<file path="src/rtl/mem_access_pkg.sv">
// Shared definitions for the memory-access stage.
//   - FUNCT3_* : load/store size and sign encodings
//   - state_e  : FSM state encoding (IDLE / REQ / WAIT)
//   - funct3_legal / addr_aligned : decode helpers used at accept time
package mem_access_pkg;

    localparam logic [2:0] FUNCT3_LB  = 3'b000;
    localparam logic [2:0] FUNCT3_LH  = 3'b001;
    localparam logic [2:0] FUNCT3_LW  = 3'b010;
    localparam logic [2:0] FUNCT3_LBU = 3'b100;
    localparam logic [2:0] FUNCT3_LHU = 3'b101;
    localparam logic [2:0] FUNCT3_SB  = 3'b000;
    localparam logic [2:0] FUNCT3_SH  = 3'b001;
    localparam logic [2:0] FUNCT3_SW  = 3'b010;

    typedef enum logic [1:0] {
        ST_IDLE = 2'd0,
        ST_REQ  = 2'd1,
        ST_WAIT = 2'd2
    } state_e;

    // Loads accept LB/LH/LW/LBU/LHU; stores only SB/SH/SW.
    function automatic logic funct3_legal(input logic is_store, input logic [2:0] f3);
        logic ok;
        case (f3)
            FUNCT3_LB, FUNCT3_LH, FUNCT3_LW: ok = 1'b1;
            FUNCT3_LBU, FUNCT3_LHU:          ok = ~is_store;
            default:                         ok = 1'b0;
        endcase
        return ok;
    endfunction

    // Natural alignment by access size (f3[1:0]: 00 byte, 01 half, 10 word).
    function automatic logic addr_aligned(input logic [2:0] f3, input logic [1:0] lo);
        logic ok;
        case (f3[1:0])
            2'b00:   ok = 1'b1;
            2'b01:   ok = ~lo[0];
            2'b10:   ok = (lo == 2'b00);
            default: ok = 1'b0;
        endcase
        return ok;
    endfunction

endpackage

</file>
<file path="src/rtl/mem_access_load_align.sv">
// Load lane select and extension.
//   rdata  : full word returned by the data bus
//   off    : byte offset of the access inside the word
//   funct3 : load size/sign
//   data   : value to write back (sign- or zero-extended)
module load_align
    import mem_access_pkg::*;
#(
    parameter int XLEN = 32
) (
    input  logic [XLEN-1:0] rdata,
    input  logic [1:0]      off,
    input  logic [2:0]      funct3,
    output logic [XLEN-1:0] data
);

    logic [XLEN-1:0] shifted_s;

    // Move the addressed lane down to bit 0, then extend by access type.
    always_comb begin
        shifted_s = rdata >> {off, 3'b000};
        data      = rdata;
        case (funct3)
            FUNCT3_LB:  data = {{(XLEN-8){shifted_s[7]}},   shifted_s[7:0]};
            FUNCT3_LH:  data = {{(XLEN-16){shifted_s[15]}}, shifted_s[15:0]};
            FUNCT3_LBU: data = {{(XLEN-8){1'b0}},           shifted_s[7:0]};
            FUNCT3_LHU: data = {{(XLEN-16){1'b0}},          shifted_s[15:0]};
            FUNCT3_LW:  data = rdata;
            default:    data = rdata;
        endcase
    end

endmodule

</file>
<file path="src/rtl/mem_access.sv">
// Memory stage: takes execute results, performs byte/half/word loads and
// stores over a valid/ready data bus and produces a registered writeback.
//   in_valid/in_ready        : execute handshake (ready only while idle)
//   alu_result, store_data,
//   funct3, mem_read,
//   mem_write, rd, reg_write : captured instruction fields
//   dmem_req_*/dmem_addr/we/
//   be/wdata                 : bus request, held stable until accepted
//   dmem_rvalid/dmem_rdata   : load return
//   wb_valid/rd/we/data      : one-cycle writeback packet
//   err                      : one-cycle pulse on misaligned, illegal or
//                              timed-out access
// The store lane logic assumes a 32-bit datapath (4 byte lanes).
module mem_access
    import mem_access_pkg::*;
#(
    parameter int XLEN    = 32,
    parameter int TIMEOUT = 255
) (
    input  logic            clk,
    input  logic            rst_n,
    input  logic            in_valid,
    output logic            in_ready,
    input  logic [XLEN-1:0] alu_result,
    input  logic [XLEN-1:0] store_data,
    input  logic [2:0]      funct3,
    input  logic            mem_read,
    input  logic            mem_write,
    input  logic [4:0]      rd,
    input  logic            reg_write,
    output logic            dmem_req_valid,
    input  logic            dmem_req_ready,
    output logic [XLEN-1:0] dmem_addr,
    output logic            dmem_we,
    output logic [3:0]      dmem_be,
    output logic [XLEN-1:0] dmem_wdata,
    input  logic            dmem_rvalid,
    input  logic [XLEN-1:0] dmem_rdata,
    output logic            wb_valid,
    output logic [4:0]      wb_rd,
    output logic            wb_we,
    output logic [XLEN-1:0] wb_data,
    output logic            err
);

    localparam int              CNT_W     = (TIMEOUT < 1) ? 1 : $clog2(TIMEOUT + 1);
    localparam logic [CNT_W:0]  TIMEOUT_W = (CNT_W + 1)'(TIMEOUT);

    state_e            state_q, state_d;
    logic [CNT_W-1:0]  cnt_q, cnt_d;
    logic [XLEN-1:0]   addr_q, addr_d;
    logic [2:0]        funct3_q, funct3_d;
    logic [4:0]        rd_q, rd_d;
    logic              reg_write_q, reg_write_d;
    logic              in_ready_q, in_ready_d;
    logic              req_valid_q, req_valid_d;
    logic [XLEN-1:0]   dmem_addr_q, dmem_addr_d;
    logic              dmem_we_q, dmem_we_d;
    logic [3:0]        dmem_be_q, dmem_be_d;
    logic [XLEN-1:0]   dmem_wdata_q, dmem_wdata_d;
    logic              wb_valid_q, wb_valid_d;
    logic [4:0]        wb_rd_q, wb_rd_d;
    logic              wb_we_q, wb_we_d;
    logic [XLEN-1:0]   wb_data_q, wb_data_d;
    logic              err_q, err_d;

    logic [3:0]        be_s;
    logic [XLEN-1:0]   wdata_s;
    logic [XLEN-1:0]   load_data_s;
    logic [CNT_W:0]    cnt_inc_s;
    logic              timeout_hit_s;
    logic              is_mem_s;
    logic              bad_access_s;

    load_align #(.XLEN(XLEN)) u_load_align (
        .rdata  (dmem_rdata),
        .off    (addr_q[1:0]),
        .funct3 (funct3_q),
        .data   (load_data_s)
    );

    // Store byte enables and lane-replicated write data from the incoming op.
    always_comb begin
        be_s    = 4'b1111;
        wdata_s = store_data;
        case (funct3[1:0])
            2'b00: begin
                be_s    = 4'b0001 << alu_result[1:0];
                wdata_s = {4{store_data[7:0]}};
            end
            2'b01: begin
                be_s    = alu_result[1] ? 4'b1100 : 4'b0011;
                wdata_s = {2{store_data[15:0]}};
            end
            default: begin
                be_s    = 4'b1111;
                wdata_s = store_data;
            end
        endcase
    end

    // Accept-time classification and timeout detection.
    always_comb begin
        is_mem_s      = mem_read | mem_write;
        bad_access_s  = (mem_read & mem_write)
                      | ~funct3_legal(mem_write, funct3)
                      | ~addr_aligned(funct3, alu_result[1:0]);
        // The counter value after this REQ/WAIT cycle; reaching TIMEOUT aborts.
        cnt_inc_s     = {1'b0, cnt_q} + {{CNT_W{1'b0}}, 1'b1};
        timeout_hit_s = (cnt_inc_s >= TIMEOUT_W);
    end

    // Next-state and registered-output logic.
    always_comb begin
        state_d      = state_q;
        cnt_d        = cnt_q;
        addr_d       = addr_q;
        funct3_d     = funct3_q;
        rd_d         = rd_q;
        reg_write_d  = reg_write_q;
        req_valid_d  = req_valid_q;
        dmem_addr_d  = dmem_addr_q;
        dmem_we_d    = dmem_we_q;
        dmem_be_d    = dmem_be_q;
        dmem_wdata_d = dmem_wdata_q;
        wb_valid_d   = 1'b0;
        wb_rd_d      = wb_rd_q;
        wb_we_d      = 1'b0;
        wb_data_d    = wb_data_q;
        err_d        = 1'b0;

        case (state_q)
            ST_IDLE: begin
                if (in_valid && in_ready_q) begin
                    addr_d      = alu_result;
                    funct3_d    = funct3;
                    rd_d        = rd;
                    reg_write_d = reg_write;
                    cnt_d       = {CNT_W{1'b0}};
                    if (!is_mem_s) begin
                        wb_valid_d = 1'b1;
                        wb_rd_d    = rd;
                        wb_we_d    = reg_write & (rd != 5'd0);
                        wb_data_d  = alu_result;
                    end else if (bad_access_s) begin
                        // Rejected without touching the bus.
                        wb_valid_d = 1'b1;
                        wb_rd_d    = rd;
                        wb_we_d    = 1'b0;
                        wb_data_d  = {XLEN{1'b0}};
                        err_d      = 1'b1;
                    end else begin
                        state_d      = ST_REQ;
                        req_valid_d  = 1'b1;
                        dmem_addr_d  = {alu_result[XLEN-1:2], 2'b00};
                        dmem_we_d    = mem_write;
                        dmem_be_d    = be_s;
                        dmem_wdata_d = wdata_s;
                    end
                end else begin
                    state_d = ST_IDLE;
                end
            end

            ST_REQ: begin
                cnt_d = cnt_inc_s[CNT_W-1:0];
                if (dmem_req_ready) begin
                    req_valid_d = 1'b0;
                    if (dmem_we_q) begin
                        state_d    = ST_IDLE;
                        wb_valid_d = 1'b1;
                        wb_rd_d    = rd_q;
                        wb_we_d    = 1'b0;
                        wb_data_d  = {XLEN{1'b0}};
                    end else begin
                        state_d = ST_WAIT;
                    end
                end else if (timeout_hit_s) begin
                    state_d     = ST_IDLE;
                    req_valid_d = 1'b0;
                    wb_valid_d  = 1'b1;
                    wb_rd_d     = rd_q;
                    wb_data_d   = {XLEN{1'b0}};
                    err_d       = 1'b1;
                end else begin
                    state_d = ST_REQ;
                end
            end

            ST_WAIT: begin
                cnt_d = cnt_inc_s[CNT_W-1:0];
                if (dmem_rvalid) begin
                    state_d    = ST_IDLE;
                    wb_valid_d = 1'b1;
                    wb_rd_d    = rd_q;
                    wb_we_d    = reg_write_q & (rd_q != 5'd0);
                    wb_data_d  = load_data_s;
                end else if (timeout_hit_s) begin
                    state_d    = ST_IDLE;
                    wb_valid_d = 1'b1;
                    wb_rd_d    = rd_q;
                    wb_data_d  = {XLEN{1'b0}};
                    err_d      = 1'b1;
                end else begin
                    state_d = ST_WAIT;
                end
            end

            default: begin
                state_d     = ST_IDLE;
                req_valid_d = 1'b0;
            end
        endcase

        in_ready_d = (state_d == ST_IDLE);
    end

    // State, captured fields and all outputs are registered.
    always_ff @(posedge clk or negedge rst_n) begin
        if (!rst_n) begin
            state_q      <= ST_IDLE;
            cnt_q        <= {CNT_W{1'b0}};
            addr_q       <= {XLEN{1'b0}};
            funct3_q     <= 3'b000;
            rd_q         <= 5'd0;
            reg_write_q  <= 1'b0;
            in_ready_q   <= 1'b1;
            req_valid_q  <= 1'b0;
            dmem_addr_q  <= {XLEN{1'b0}};
            dmem_we_q    <= 1'b0;
            dmem_be_q    <= 4'b0000;
            dmem_wdata_q <= {XLEN{1'b0}};
            wb_valid_q   <= 1'b0;
            wb_rd_q      <= 5'd0;
            wb_we_q      <= 1'b0;
            wb_data_q    <= {XLEN{1'b0}};
            err_q        <= 1'b0;
        end else begin
            state_q      <= state_d;
            cnt_q        <= cnt_d;
            addr_q       <= addr_d;
            funct3_q     <= funct3_d;
            rd_q         <= rd_d;
            reg_write_q  <= reg_write_d;
            in_ready_q   <= in_ready_d;
            req_valid_q  <= req_valid_d;
            dmem_addr_q  <= dmem_addr_d;
            dmem_we_q    <= dmem_we_d;
            dmem_be_q    <= dmem_be_d;
            dmem_wdata_q <= dmem_wdata_d;
            wb_valid_q   <= wb_valid_d;
            wb_rd_q      <= wb_rd_d;
            wb_we_q      <= wb_we_d;
            wb_data_q    <= wb_data_d;
            err_q        <= err_d;
        end
    end

    assign in_ready       = in_ready_q;
    assign dmem_req_valid = req_valid_q;
    assign dmem_addr      = dmem_addr_q;
    assign dmem_we        = dmem_we_q;
    assign dmem_be        = dmem_be_q;
    assign dmem_wdata     = dmem_wdata_q;
    assign wb_valid       = wb_valid_q;
    assign wb_rd          = wb_rd_q;
    assign wb_we          = wb_we_q;
    assign wb_data        = wb_data_q;
    assign err            = err_q;

endmodule

</file>
<file path="config.mk">
export PLATFORM = sky130hd
export DESIGN_NAME = mem_access
export DESIGN_NICKNAME = d
export VERILOG_FILES = /design/src/rtl/mem_access_pkg.sv /design/src/rtl/mem_access_load_align.sv /design/src/rtl/mem_access.sv
export SDC_FILE = /design/constraint.sdc
export NUM_CORES = 1
export LEC_CHECK = 0
export CAP_MARGIN = 20
export CORE_MARGIN = 2
export CORE_UTILIZATION = 47
export CTS_CLUSTER_DIAMETER = 150
export DETAILED_ROUTE_END_ITERATION = 16
export PLACE_DENSITY = 0.89
export SYNTH_ARGS = -nofsm -noshare
export SYNTH_HDL_FRONTEND = slang
export SYNTH_SLANG_ARGS = --single-unit
</file>
<file path="constraint.sdc">
create_clock -name clk -period 3 [get_ports clk]
set_clock_uncertainty 0.1 [all_clocks]
set_input_delay 0.75 -clock clk [delete_from_list [all_inputs] [get_ports clk]]
set_output_delay 0.75 -clock clk [all_outputs]
set_load 0.01 [all_outputs]
</file>
port_trees.png
Scale: 4 px per um.
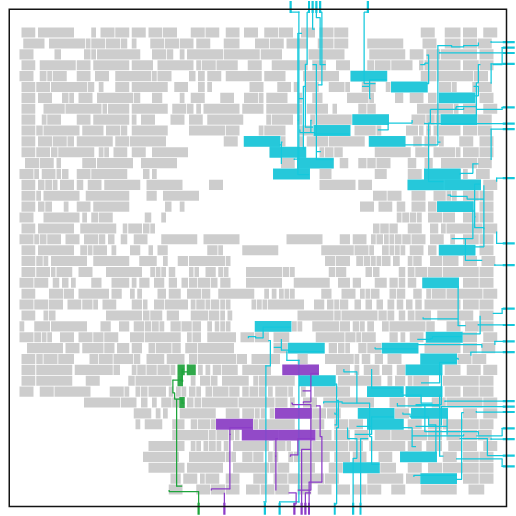
[green] dmem_req_ready | bits: 1 | direction: input | edge: bottom | end cells: 4 | buffers: 1 | wire: 50.5 um
[purple] wb_rd | bits: 5 | direction: output | edge: bottom | end cells: 5 | buffers: 5 | wire: 151 um
[cyan] wb_data | bits: 32 | direction: output | edge: 21 right, 6 top, 5 bottom | end cells: 32 | buffers: 32 | wire: 1150 um
total of buffers placed on input and output ports: 220
ports placed on the boundary: 223

class_map.png
Scale: 2 px per um.
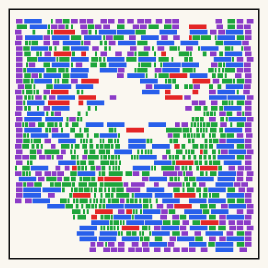
[purple] remaining buffers and delay cells | cells: 244 | share of their area: 25%
[red] clock drivers and dummy loads | cells: 32 | share of their area: 6.4%
[green] remaining logic cells | cells: 485 | share of their area: 34%
[blue] sequential cells | cells: 130 | share of their area: 34%
final design area excluding fillers: 9780 um^2
Rows: 43
flip-flop and latch share of the layout cell area: 33.3%
share of the core filled with cells in the final layout: 69.9%

clock_nets.png
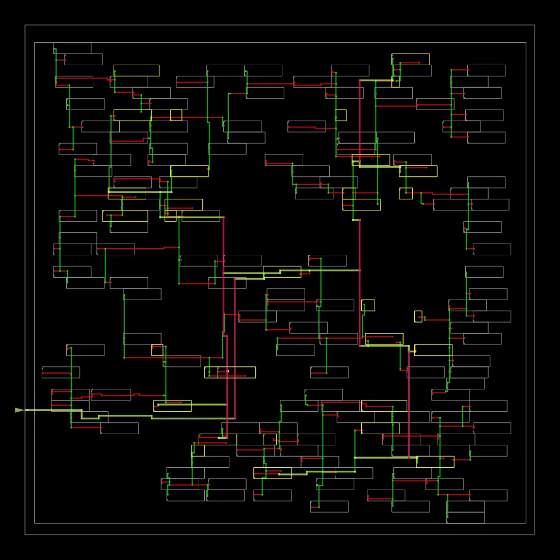
clock latency of the later-clocked register in the worst-skew pair: 0.42 ns
total CTS buffers: 17

m3.png
Scale: 3 px per um. Cells faint in the background.
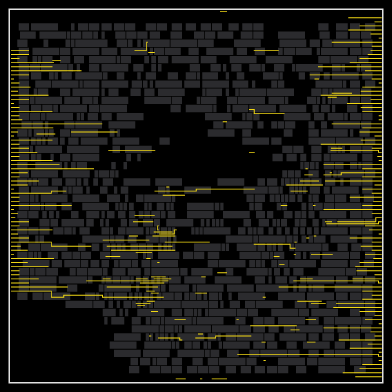
main direction: horizontal
wire length on this layer: 1770 um
share of all routed wire: 9.2%
longest straight run: 46.9 um

==> impl_metrics.csv <==
group,metric,value,unit
run_status,outcome,"finished clean",
yosys,synth.cellmix.simpleShare,15.5,%
clocking,post_cts_hold_buffers,0,
final_layout,bufAreaShareNonClock,24.9,%
grt,antenna_violations_before_repair,0,
placement,placed_cells_incl_taps,1039,
pwr,finalPower,9.45,mW
sta,holdWs,0.199,ns
pwr,switching_power,3.29,mW
drt,number_of_design_rule_violations_left_by_the_first_detailed_router_iteration,435,
final_layout,mi_logic_area,3140,um^2
sta,unrepaired_setup_endpoints_after_global_routing,"false",
clocking,post_cts_resize_count,0,
drt,topRoutingLayerUsed,"met4",
critical_path,worst-endpoint-required,3.22,ns
yosys,postSynthRegisterBits,130,
yosys,yosys-mux-area-fraction,12.1,%
clocking,clock-root-buffer,"sky130_fd_sc_hd__clkbuf_16",
sta,fin_setup_tns,0,ns
pwr,power.clock.fraction,22.5,%
flow_run,log.warning_count,30,
yosys,synth.cells.most_frequent,"sky130_fd_sc_hd__dfrtp_1 (129), sky130_fd_sc_hd__nand2_1 (107), sky130_fd_sc_hd__o21ai_0 (47), sky130_fd_sc_hd__a21oi_1 (35), sky130_fd_sc_hd__nor2_1 (34)",
yosys,synth_async_sr_flop_share,100,%
yosys,synth_top_cell_by_count,"sky130_fd_sc_hd__dfrtp_1",
drt,routedLengthMet1,7900,um
drt,routed-wl-met3,1770,um
floorplanning,fp.dieW,124,um
pwr,pg_clk,2.13,mW
hold_path,hold_path.class,"in -> async",
floorplanning,initial_core_util,48.4,%
final_layout,number_of_nets_in_the_finished_design,996,
yosys,yosys.stat.seqShare,48.1,%
yosys,yosys.area_share.adder,1.26,%
pwr,power.switching_fraction,34.9,%
pwr,vdd.ir_drop.worst,0.516,mV
clocking,post_cts.repair.setup_buffers,0,
final_layout,final.signal_inverter_count,32,
sta,maxSlewHeadroom,32.8,%
yosys,synthDominantAreaCellType,"sky130_fd_sc_hd__dfrtp_1",
final_layout,layout_cells_sized_above_1,15.2,%
yosys,topCellsByArea,"sky130_fd_sc_hd__dfrtp_1 (48%), sky130_fd_sc_hd__nand2_1 (5.9%), sky130_fd_sc_hd__mux2i_1 (4.6%)",
final_layout,layout_top_cells,"sky130_fd_sc_hd__clkdlybuf4s50_1 (219), sky130_fd_sc_hd__dfrtp_1 (129), sky130_fd_sc_hd__nand2_1 (107)",
final_layout,n_all_buffers,244,
sta,final-setup-viol-count,0,
floorplanning,floorplan.die_area,15400,um^2
clocking,cts_max_path_bufs,2,
pwr,cellInternalPower,6.16,mW
floorplanning,die-height,124,um
placement,dpl_ws,0.0367,ns
drt,num_vias,5935,
final_layout,register_area,3250,um^2
critical_path,reg2reg_to,"wb_data[2]",
drt,drt_wl_total,19400,um
yosys,ys_sh_aoi,17.0,%
grt,overflow,0,
sta,timing.final.crit_period,2.61,ns
pwr,pwr-share-seq,32.3,%
sta,timing.final.crit_share,87.0,%
yosys,synthFlopType,"sky130_fd_sc_hd__dfrtp_1",
sta,finalHoldViolCount,0,
clocking,clk_sinks,130,
grt,grt_start_max_net_pins,73,
final_layout,fillers,1052,
pwr,p_comb,4.27,mW
critical_path,cp.arrival,2.84,ns
placement,place.detailed.hpwl,14100,um
grt,grt_util_met3,7.55,%
yosys,yosys.area.top_type_share,47.7,%
drt,detail_route.wl_per_cell,18.1,um
pwr,power.combinational.fraction,45.2,%
final_layout,comb_share,32.1,%
grt,globalRouteMet1Util,31.6,%
critical_path,worst_r2r_path_depth,7,
final_layout,fin_cells,1071,
yosys,ys_area,6760,um^2
floorplanning,n_tap_cell,180,
yosys,synth-warning-count,0,
final_layout,sequential_cell_total,130,
drt,met2_wire_length,9140,um
pwr,p_per_area,966,nW/um^2
final_layout,dominant_cells,"sequential cells",
yosys,synth_stat.cells,657,
drt,post_drt_via_cell_ratio,5.54,
grt,grt_usage,25.4,%
pwr,maxPowerGroup,"combinational cells",
critical_path,worst-setup-path-type,"in -> reg",
flow_run,drv_cap,0,
critical_path,timing.rr.start,"cnt_q[0]",
critical_path,worst_setup_path_startpoint,"funct3[0]",
final_layout,n_antenna_cell,0,
critical_path,end_kind,"flip-flop",
yosys,library_cells_used_by_synthesis,70,
placement,gpl.final_weighted_congestion,0.940,
critical_path,critical_path_peak_fanout,6,
placement,detailed_place.area,9180,um^2
drt,drt_pre_antenna_iters,5,
grt,grt_pass1_vias,5706,
sta,setup_slack,0.389,ns
drt,drt.antenna.violating_nets,0,
sta,achievable-frequency,0.383,GHz
final_layout,clock_cell_share_of_area,6.22,%
clocking,cts_tree,"built",
clocking,cts.reportedPaths.clkPinSlew,0.06,ns
yosys,postSynthAreaPerCell,10.3,um^2
yosys,enable_flop_cells,0,
clocking,cts-htree-levels,4,
grt,most_congested_layer_reported_by_global_routing,"met2",
drt,drcViolationCount,0,
grt,grt_first_pass_wirelength,29500,um
final_layout,number_of_clock_buffer_instances_in_the_layout,17,
grt,global_route_met2_usage,41.3,%
sta,report.final.slew_viol_count,0,
pwr,power.static_leakage,4.20,nW
yosys,post_synth_instance_area,6760,um^2
critical_path,cp-endpoint,"wb_rd[3]",
yosys,topCombFamilyByArea,"AND-OR/OR-AND gates",
final_layout,final_common_cell,"sky130_fd_sc_hd__clkdlybuf4s50_1",
sta,worst_pin_slew,1.00,ns
critical_path,worst_setup_path_start_kind,"input pin",
pwr,seq-power,3.06,mW
yosys,synthCells,657,
yosys,ys_sh_xor,0.259,%
critical_path,r2r_setup_slack,0.43,ns
floorplanning,core_area,14000,um^2
final_layout,layout-area-overhead-vs-synth,44.6,%
final_layout,layout.comb_gates.multi_input,453,
flip-flops by register name, indices dropped and copies added, names as in the netlist:
register / count
addr_q: 2
cnt_q: 8
dmem_addr: 30
dmem_be: 4
dmem_req_valid: 1
dmem_wdata: 32
dmem_we: 1
err: 1
funct3_q: 3
in_ready: 1
rd_q: 5
reg_write_q: 1
state_q: 2
wb_data: 32
wb_rd: 5
wb_valid: 1
wb_we: 1
critical path, stage by stage:
cell                              delay (ns)
sky130_fd_sc_hd__clkdlybuf4s50_1        0.60
sky130_fd_sc_hd__a221oi_2               0.13
sky130_fd_sc_hd__nor2_2                 0.20
sky130_fd_sc_hd__nor2b_4                0.10
sky130_fd_sc_hd__nor4_1                 0.76
sky130_fd_sc_hd__nand2_1                0.17
sky130_fd_sc_hd__o221ai_1               0.12
Power and IR drop assume default switching activity.
